<file path="src/rtl/seq_det_event_recorder_if.sv">
// Bus bundle for the detection event recorder: detector pulse and enables in,
// show-ahead record stream plus statistics out.
interface seq_det_event_recorder_if #(
    parameter int GAP_W = 8,
    parameter int DEPTH = 4,
    parameter int CNT_W = 16
);
    logic                     det;
    logic                     en;
    logic                     clr;
    logic                     rd_ready;
    logic                     rd_valid;
    logic [GAP_W+1:0]         rd_data;
    logic [$clog2(DEPTH):0]   level;
    logic [CNT_W-1:0]         total;
    logic                     ovf;

    modport master (
        output det, en, clr, rd_ready,
        input  rd_valid, rd_data, level, total, ovf
    );

    modport slave (
        input  det, en, clr, rd_ready,
        output rd_valid, rd_data, level, total, ovf
    );
endinterface

</file>
<file path="src/rtl/seq_det_event_recorder.sv">
// Records the cycle gap between successive enabled detections into a small
// show-ahead FIFO, with a running detection total and sticky overflow flag.
module seq_det_event_recorder #(
    parameter int GAP_W = 8,
    parameter int DEPTH = 4,
    parameter int CNT_W = 16
) (
    input  logic                     clk,
    input  logic                     rst,
    seq_det_event_recorder_if.slave  bus
);
    localparam int AW = $clog2(DEPTH);
    localparam int LW = AW + 1;
    localparam int EW = GAP_W + 2;
    localparam logic [GAP_W-1:0] GAP_MAX  = {GAP_W{1'b1}};
    localparam logic [GAP_W-1:0] GAP_ONE  = GAP_W'(1);
    localparam logic [GAP_W-1:0] GAP_ZERO = {GAP_W{1'b0}};
    localparam logic [LW-1:0]    LVL_FULL = LW'(DEPTH);
    localparam logic [LW-1:0]    LVL_ZERO = {LW{1'b0}};
    localparam logic [LW-1:0]    LVL_ONE  = LW'(1);
    localparam logic [AW-1:0]    PTR_ONE  = AW'(1);
    localparam logic [AW-1:0]    PTR_ZERO = {AW{1'b0}};
    localparam logic [CNT_W-1:0] CNT_ONE  = CNT_W'(1);
    localparam logic [CNT_W-1:0] CNT_ZERO = {CNT_W{1'b0}};
    localparam logic [EW-1:0]    ENT_ZERO = {EW{1'b0}};

    typedef enum logic [0:0] {
        WAIT_FIRST = 1'b0,
        TRACK      = 1'b1
    } state_t;

    state_t             r_state;
    logic [GAP_W-1:0]   r_gap_cnt;
    logic [EW-1:0]      r_mem [DEPTH];
    logic [AW-1:0]      r_wr_ptr;
    logic [AW-1:0]      r_rd_ptr;
    logic [LW-1:0]      r_level;
    logic [CNT_W-1:0]   r_total;
    logic               r_ovf;

    logic               w_accept;
    logic               w_valid;
    logic               w_pop;
    logic               w_full;
    logic               w_push;
    logic [EW-1:0]      w_entry;

    // Record formatting: the first detection after reset/clear carries no gap.
    function automatic logic [EW-1:0] make_entry(input state_t st, input logic [GAP_W-1:0] gap);
        logic [EW-1:0] ent;
        case (st)
            WAIT_FIRST: ent = {1'b1, 1'b0, GAP_ZERO};
            TRACK:      ent = {1'b0, (gap == GAP_MAX), gap};
            default:    ent = ENT_ZERO;
        endcase
        return ent;
    endfunction

    // Push/pop decisions; a pop frees the slot a full FIFO needs this cycle.
    always_comb begin
        w_accept = 1'b0;
        w_valid  = 1'b0;
        w_pop    = 1'b0;
        w_full   = 1'b0;
        w_push   = 1'b0;
        w_entry  = ENT_ZERO;
        w_accept = bus.det & bus.en;
        w_valid  = (r_level != LVL_ZERO);
        w_pop    = w_valid & bus.rd_ready;
        w_full   = (r_level == LVL_FULL);
        if (w_accept) begin
            w_push  = ~w_full | w_pop;
            w_entry = make_entry(r_state, r_gap_cnt);
        end else begin
            w_push  = 1'b0;
            w_entry = ENT_ZERO;
        end
    end

    // Gap tracking FSM; advances only on enabled cycles, dropped detections included.
    always_ff @(posedge clk or negedge rst) begin
        if (!rst) begin
            r_state   <= WAIT_FIRST;
            r_gap_cnt <= GAP_ZERO;
        end else if (bus.clr) begin
            r_state   <= WAIT_FIRST;
            r_gap_cnt <= GAP_ZERO;
        end else if (bus.en) begin
            case (r_state)
                WAIT_FIRST: begin
                    if (bus.det) begin
                        r_state   <= TRACK;
                        r_gap_cnt <= GAP_ONE;
                    end else begin
                        r_state   <= WAIT_FIRST;
                        r_gap_cnt <= GAP_ZERO;
                    end
                end
                TRACK: begin
                    if (bus.det) begin
                        r_gap_cnt <= GAP_ONE;
                    end else if (r_gap_cnt != GAP_MAX) begin
                        r_gap_cnt <= r_gap_cnt + GAP_ONE;
                    end else begin
                        r_gap_cnt <= r_gap_cnt;
                    end
                end
                default: begin
                    r_state   <= WAIT_FIRST;
                    r_gap_cnt <= GAP_ZERO;
                end
            endcase
        end else begin
            r_state   <= r_state;
            r_gap_cnt <= r_gap_cnt;
        end
    end

    // FIFO storage, pointers, occupancy and statistics.
    always_ff @(posedge clk or negedge rst) begin
        if (!rst) begin
            for (int i = 0; i < DEPTH; i++) begin
                r_mem[i] <= ENT_ZERO;
            end
            r_wr_ptr <= PTR_ZERO;
            r_rd_ptr <= PTR_ZERO;
            r_level  <= LVL_ZERO;
            r_total  <= CNT_ZERO;
            r_ovf    <= 1'b0;
        end else if (bus.clr) begin
            for (int i = 0; i < DEPTH; i++) begin
                r_mem[i] <= ENT_ZERO;
            end
            r_wr_ptr <= PTR_ZERO;
            r_rd_ptr <= PTR_ZERO;
            r_level  <= LVL_ZERO;
            r_total  <= CNT_ZERO;
            r_ovf    <= 1'b0;
        end else begin
            if (w_push) begin
                r_mem[r_wr_ptr] <= w_entry;
                r_wr_ptr        <= r_wr_ptr + PTR_ONE;
            end else begin
                r_wr_ptr        <= r_wr_ptr;
            end
            if (w_pop) begin
                r_rd_ptr <= r_rd_ptr + PTR_ONE;
            end else begin
                r_rd_ptr <= r_rd_ptr;
            end
            case ({w_push, w_pop})
                2'b10:   r_level <= r_level + LVL_ONE;
                2'b01:   r_level <= r_level - LVL_ONE;
                default: r_level <= r_level;
            endcase
            if (w_accept) begin
                r_total <= r_total + CNT_ONE;
            end else begin
                r_total <= r_total;
            end
            if (w_accept & ~w_push) begin
                r_ovf <= 1'b1;
            end else begin
                r_ovf <= r_ovf;
            end
        end
    end

    assign bus.rd_valid = w_valid;
    assign bus.rd_data  = w_valid ? r_mem[r_rd_ptr] : ENT_ZERO;
    assign bus.level    = r_level;
    assign bus.total    = r_total;
    assign bus.ovf      = r_ovf;
endmodule

</file>
<file path="src/flat_wrapper.sv">
// flat-port wrapper written by rule: the top's interface ports become plain ports
module seq_det_event_recorder_flat 
#(
    parameter int GAP_W = 8,
    parameter int DEPTH = 4,
    parameter int CNT_W = 16
)
  (clk, rst, bus_det, bus_en, bus_clr, bus_rd_ready, bus_rd_valid, bus_rd_data, bus_level, bus_total, bus_ovf);
  seq_det_event_recorder_if #(.GAP_W(GAP_W), .DEPTH(DEPTH), .CNT_W(CNT_W)) bus_i ();
  input  logic clk;
  input  logic rst;
  input wire logic [$bits(bus_i.det)-1:0] bus_det;
  input wire logic [$bits(bus_i.en)-1:0] bus_en;
  input wire logic [$bits(bus_i.clr)-1:0] bus_clr;
  input wire logic [$bits(bus_i.rd_ready)-1:0] bus_rd_ready;
  output wire logic [$bits(bus_i.rd_valid)-1:0] bus_rd_valid;
  output wire logic [$bits(bus_i.rd_data)-1:0] bus_rd_data;
  output wire logic [$bits(bus_i.level)-1:0] bus_level;
  output wire logic [$bits(bus_i.total)-1:0] bus_total;
  output wire logic [$bits(bus_i.ovf)-1:0] bus_ovf;
  assign bus_i.det = bus_det;
  assign bus_i.en = bus_en;
  assign bus_i.clr = bus_clr;
  assign bus_i.rd_ready = bus_rd_ready;
  assign bus_rd_valid = bus_i.rd_valid;
  assign bus_rd_data = bus_i.rd_data;
  assign bus_level = bus_i.level;
  assign bus_total = bus_i.total;
  assign bus_ovf = bus_i.ovf;
  seq_det_event_recorder #(.GAP_W(GAP_W), .DEPTH(DEPTH), .CNT_W(CNT_W)) u_core (.clk(clk), .rst(rst), .bus(bus_i));
endmodule
</file>
<file path="config.mk">
export PLATFORM = sky130hd
export DESIGN_NAME = seq_det_event_recorder_flat
export DESIGN_NICKNAME = d
export VERILOG_FILES = /design/src/rtl/seq_det_event_recorder_if.sv /design/src/rtl/seq_det_event_recorder.sv /design/src/flat_wrapper.sv
export SDC_FILE = /design/constraint.sdc
export NUM_CORES = 1
export LEC_CHECK = 0
export ABC_AREA = 1
export CAP_MARGIN = 25
export CORE_MARGIN = 3
export CORE_UTILIZATION = 62
export DETAILED_ROUTE_END_ITERATION = 6
export GPL_TIMING_DRIVEN = 0
export PLACE_DENSITY = 0.86
export SLEW_MARGIN = 20
export SYNTH_ARGS = -nofsm -noshare
export SYNTH_HDL_FRONTEND = slang
export SYNTH_SLANG_ARGS = --single-unit
</file>
<file path="constraint.sdc">
create_clock -name clk -period 3.2 [get_ports clk]
set_clock_uncertainty 0.1 [all_clocks]
set_input_delay 0.48 -clock clk [delete_from_list [all_inputs] [get_ports clk]]
set_output_delay 0.48 -clock clk [all_outputs]
set_load 0.01 [all_outputs]
</file>
==> CHANGELOG.md, run 1 <==
### Metrics

- Final hold violation count: 7
- Total number of yosys warnings: 0
- First-pass DRT Iterations: 5
- MUX area fraction: 0
- Ys flops: 73
- Fin Hold WS: -12.6 ps
- Max-Slew Margin vs Limit: 0.668
- # hold bufs at CTS: 0
- Mean post-synth cell area: around 8.2 um2
- TritonCTS clock tree: built
- Wire length per cell: 15.9 um
- Max FO, Critical Path: 10
- Met3 usage: 0.0550
- Hold Crit Class: input port to async pin
- Worst setup EP type: output pin
- Logic pwr share: 0.190
- CTS max path bufs: 2
- Leakage: 1.90 nW
- Switching Fraction: 0.311
- Chip Area, Yosys: 0.00384 mm2
- Yosys adder share: 0.0247
- Final WS setup: 384 ps
- Most common logic cell in the routed design: nand2_1
- Status: finished, violations left
- Compound Share, Synth: 0.181
- FP Core Util: 0.646
- First DRT Iteration DRCs: 303
- Clk root buf: clkbuf_8
- Violated checks: hold timing
- DPL Wire Length: 6.78 mm
- Critical Path Sink: bus_rd_data[8]
- Dpl ws: around 750 ps
- Pin count of the biggest net entering global routing: 38
- Top Layout Cells: nand2_1 (88), dfrtp_1 (73), inv_1 (51)
run 1: state kept, by name, summed over array words and instances (netlist names):
signal            flops
u_core.r_mem         40
u_core.bus.total     16
u_core.r_state        1
u_core.bus.ovf        1
u_core.bus.level      3
u_core.r_wr_ptr       2
u_core.r_gap_cnt      8
u_core.r_rd_ptr       2
run 1: worst max-delay path, cell delays in order, from the launching register on:
cell,delay [ps]
dfrtp_1,440
inv_1,80
nand2_1,190
clkinv_1,330
a21oi_1,260
clkdlybuf4s50_1,580
run 1: final cells by class:
type / count / area [um2] / area share
buffer: 14 / 82.6 / 0.0183
timing repair buffer: 37 / 378 / 0.0837
tap: 75 / 93.8 / 0.0208
clock buffer: 9 / 124 / 0.0275
multi-input combinational: 329 / 1720 / 0.381
sequential: 73 / 1830 / 0.405
clock inverter: 7 / 71.3 / 0.0158
inverter: 55 / 216 / 0.0480
run 1: synthesized netlist by cell type, drive strengths merged:
| cell type | count | share of area |
|---|---|---|
| inv | 53 | 0.053 |
| a31oi | 1 | 0.0016 |
| a21boi | 1 | 0.0020 |
| nor2 | 34 | 0.048 |
| o22ai | 16 | 0.026 |
| clkinv | 2 | 0.0033 |
| nand3b | 2 | 0.0039 |
| o21a | 3 | 0.0059 |
| o211ai | 1 | 0.0020 |
| buf | 7 | 0.015 |
| nand2 | 97 | 0.11 |
| nor3 | 7 | 0.0091 |
| dfrtp | 73 | 0.48 |
| o21bai | 1 | 0.0020 |
| and2 | 1 | 0.0016 |
| o21ai | 61 | 0.080 |
| fa | 1 | 0.0052 |
| clkbuf | 7 | 0.0068 |
| ha | 6 | 0.020 |
| nand3 | 38 | 0.054 |
| or2 | 1 | 0.0016 |
| nand4 | 11 | 0.018 |
| a21oi | 47 | 0.061 |
### Clock nets, run 1

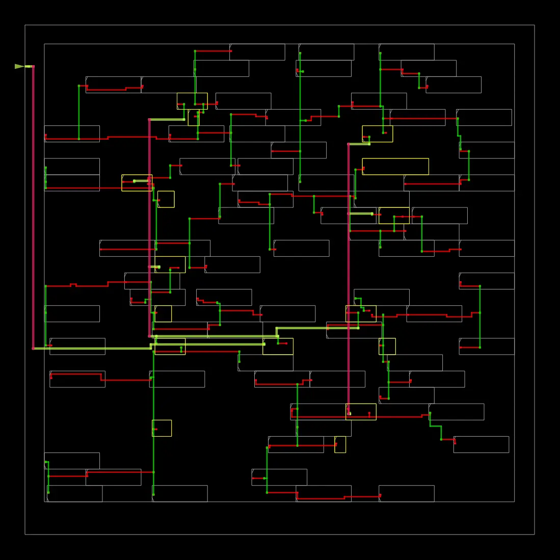
Latency at later pin: 350 ps
clock network power: 729 uW
Sink Count: 73
CTS Buf Count: 9
flip-flops: 73

### Clock distribution, run 1

Scale bar: 20 um.
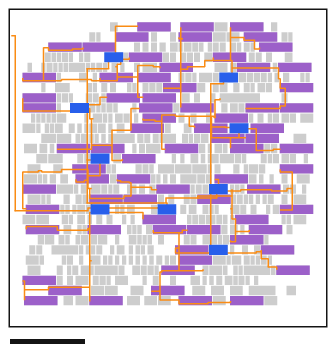
Purple marks flip-flops, count 73. Orange marks clock wires, length 937 um. Blue marks clock drivers, count 9.
There are 10 routed clock nets.

### Wire density map, run 1

Scale bar: 20 um. The die is cut into 17 by 17 equal tiles; white is low, dark blue is high, scaled to the fullest tile. Values are wire area over tile area, all layers added.
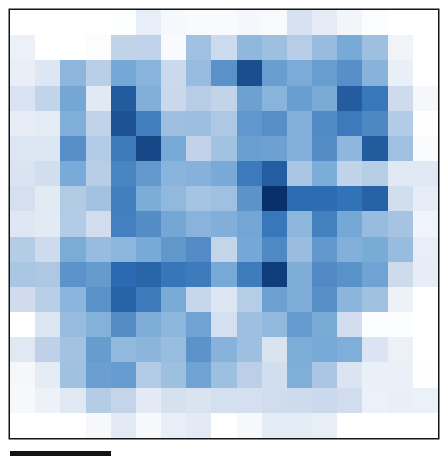
27% of the tiles are over half the peak. The emptiest ninth of the die: bottom right. The fullest tile reaches 0.62. 9.3% of the tiles are nearly empty. The mean over all tiles is 0.21.

==> inputs of run 2 (changes only) <==
SLEW_MARGIN = unset   (was 20)
### Signal wires on met3, run 2

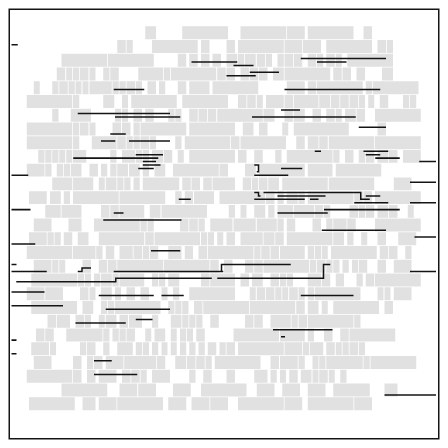
The layer holds 5.8% of the routed length. The wires run mostly horizontal.

### A small window of the routed layout, run 2

Region (22, 22) to (62, 62) um. Cells in gray, sequential cells in the stronger gray; small squares are vias.
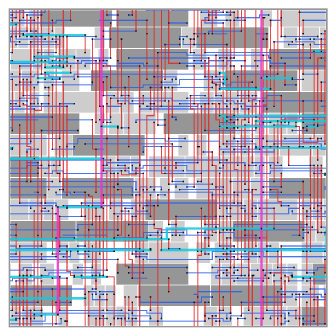
Cyan marks metal 3. Magenta marks metal 4. Red marks metal 2. Blue marks metal 1.
162 logic cells have their middle in the window. Netlist names of flops here include u_core.r_mem (13), u_core.bus.total (6), u_core.r_wr_ptr (2). Sequential cells in the window: 23. Most frequent: nand2_1 (27), dfrtp_1 (23), nand3_1 (17).

### Wire density map, run 2

Scale bar: 20 um. The die is cut into 17 by 17 equal tiles; white is low, dark blue is high, scaled to the fullest tile. Values are wire area over tile area, all layers added.
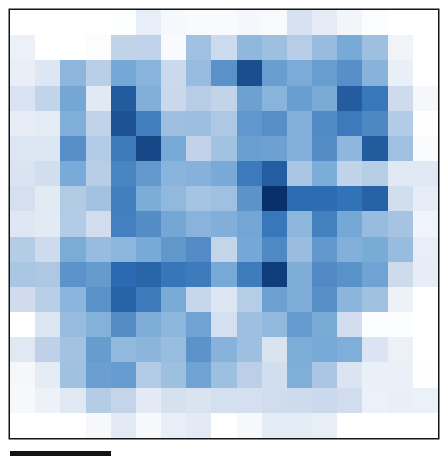
27% of the tiles are over half the peak. The fullest tile reaches 0.62. 9.3% of the tiles are nearly empty. The mean over all tiles is 0.21.

==> CHANGELOG.md, run 2 <==
### Metrics

- Status: finished, violations left
- Violated checks: hold timing
- Worst setup EP type: output pin
- Synth area leader: dfrtp_1
- FP Core Util: 0.646 (unchanged)
- RD Place Congestion: about 0.9
- TritonCTS clock tree: built
- Final hold violation count: 7 (unchanged)
- Switching Fraction: 0.311 (unchanged)
- CTS Buf Count: 9 (unchanged)
- # hold bufs at CTS: 0 (unchanged)
- CTS max path bufs: 2 (unchanged)
- Top post-synthesis cells by area: dfrtp_1 (48%), nand2_1 (8.6%), a21oi_1 (6.1%)
- Logic pwr share: 0.190 (about the same)
- Max-area cell share: 0.475 (unchanged)
- Sequential share of power: 0.465
- Fmax: 355 MHz
- Leakage: 1.90 nW (unchanged)
- Total number of yosys warnings: 0 (unchanged)
- Most frequent cell after synthesis: nand2_1
- Ys flops: 73 (unchanged)
- Post-CTS Setup Inserts: 0
- Layout cells sized above 1: 0.0916
- Critical Path Sink: bus_rd_data[8]
- Pin count of the biggest net entering global routing: 38 (unchanged)
- Critical path launch point type: register
- Max FO, Critical Path: 10 (unchanged)
- Sink Count: 73 (unchanged)
- Ys async rst share: 1.00 (unchanged)
- First-pass DRT Iterations: 5 (unchanged)
- EDFF count, synth: 0 (unchanged)
- Least-Margin Pin Slew: 499 ps
- Max-Slew Margin vs Limit: 0.668 (unchanged)
- Clk root buf: clkbuf_8
- DPL Wire Length: 6.78 mm (unchanged)
- First DRT Iteration DRCs: 303 (unchanged)
- Hold Crit Class: input port to async pin
- Synth Flop Type: dfrtp_1
- Clock network power: 729 uW (about the same)
- Synth-to-Final Area Change: 17.3%
- Most flop-heavy register: u_core.r_mem
- Latency at later pin: 350 ps (about the same)
- Core Box Area: 0.00596 mm2
- Largest register FFs: 40 (unchanged)
- Fin Hold WS: -12.6 ps (unchanged)
- Dpl ws: 748 ps (unchanged)
- Final WS setup: 384 ps (unchanged)
-- run 2: cell counts in the layout (fill, tap and decap cells not counted) --
No cell type changed its count.
-- run 2: area by class of cell --
| class | instances | area (um2) | share of cell area |
|---|---|---|---|
| flip-flops and latches | 73 | 1830 | 0.405 |
| repair buffers | 37 | 378 | 0.0837 |
| plain buffers | 14 | 82.6 | 0.0183 |
| multi-input cells | 329 | 1720 | 0.381 |
| clock inverters | 7 | 71.3 | 0.0158 |
| clock buffers | 9 | 124 | 0.0275 |
| inverters | 55 | 216 | 0.0480 |
| well taps | 75 | 93.8 | 0.0208 |
-- run 2: layer usage --
layer / vias up / track usage / part of all wire
li1: 1693 / - / -
met1: 1679 / 0.383 / 0.45
met2: 124 / 0.453 / 0.48
met3: 18 / 0.0550 / 0.058
met4: 0 / 0.118 / 0.020
met5: - / 0 / 0
-- run 2: kinds of logic after synthesis --
logic type                 synth area share
AOI/OAI and AO/OA                     0.181
adders and majority gates            0.0247
buffers and inverters                0.0778
DFF                                   0.475
and+or+nand+nor                       0.241
-- run 2: worst max-delay path, stage by stage, from the launching register on --
cell	delay, ps
dfrtp_1	440
inv_1	80
nand2_1	190
clkinv_1	330
a21oi_1	260
clkdlybuf4s50_1	580
-- run 2: worst min path at each step --
stage / slack (ps) / end / from / cells after the start
after global routing: 10 / u_core.bus.level[2] / rst / 1
after detailed placement: 380 / u_core.bus.level[2] / rst / 1
after floorplan: 80 / u_core.bus.level[0] / rst / 0
after CTS: 2 / u_core.bus.level[2] / rst / 1
final: -10 / u_core.bus.level[2] / rst / 1
after global placement: 360 / u_core.r_mem[37] / u_core.r_mem[37] / 2
Power and IR drop assume default switching activity.
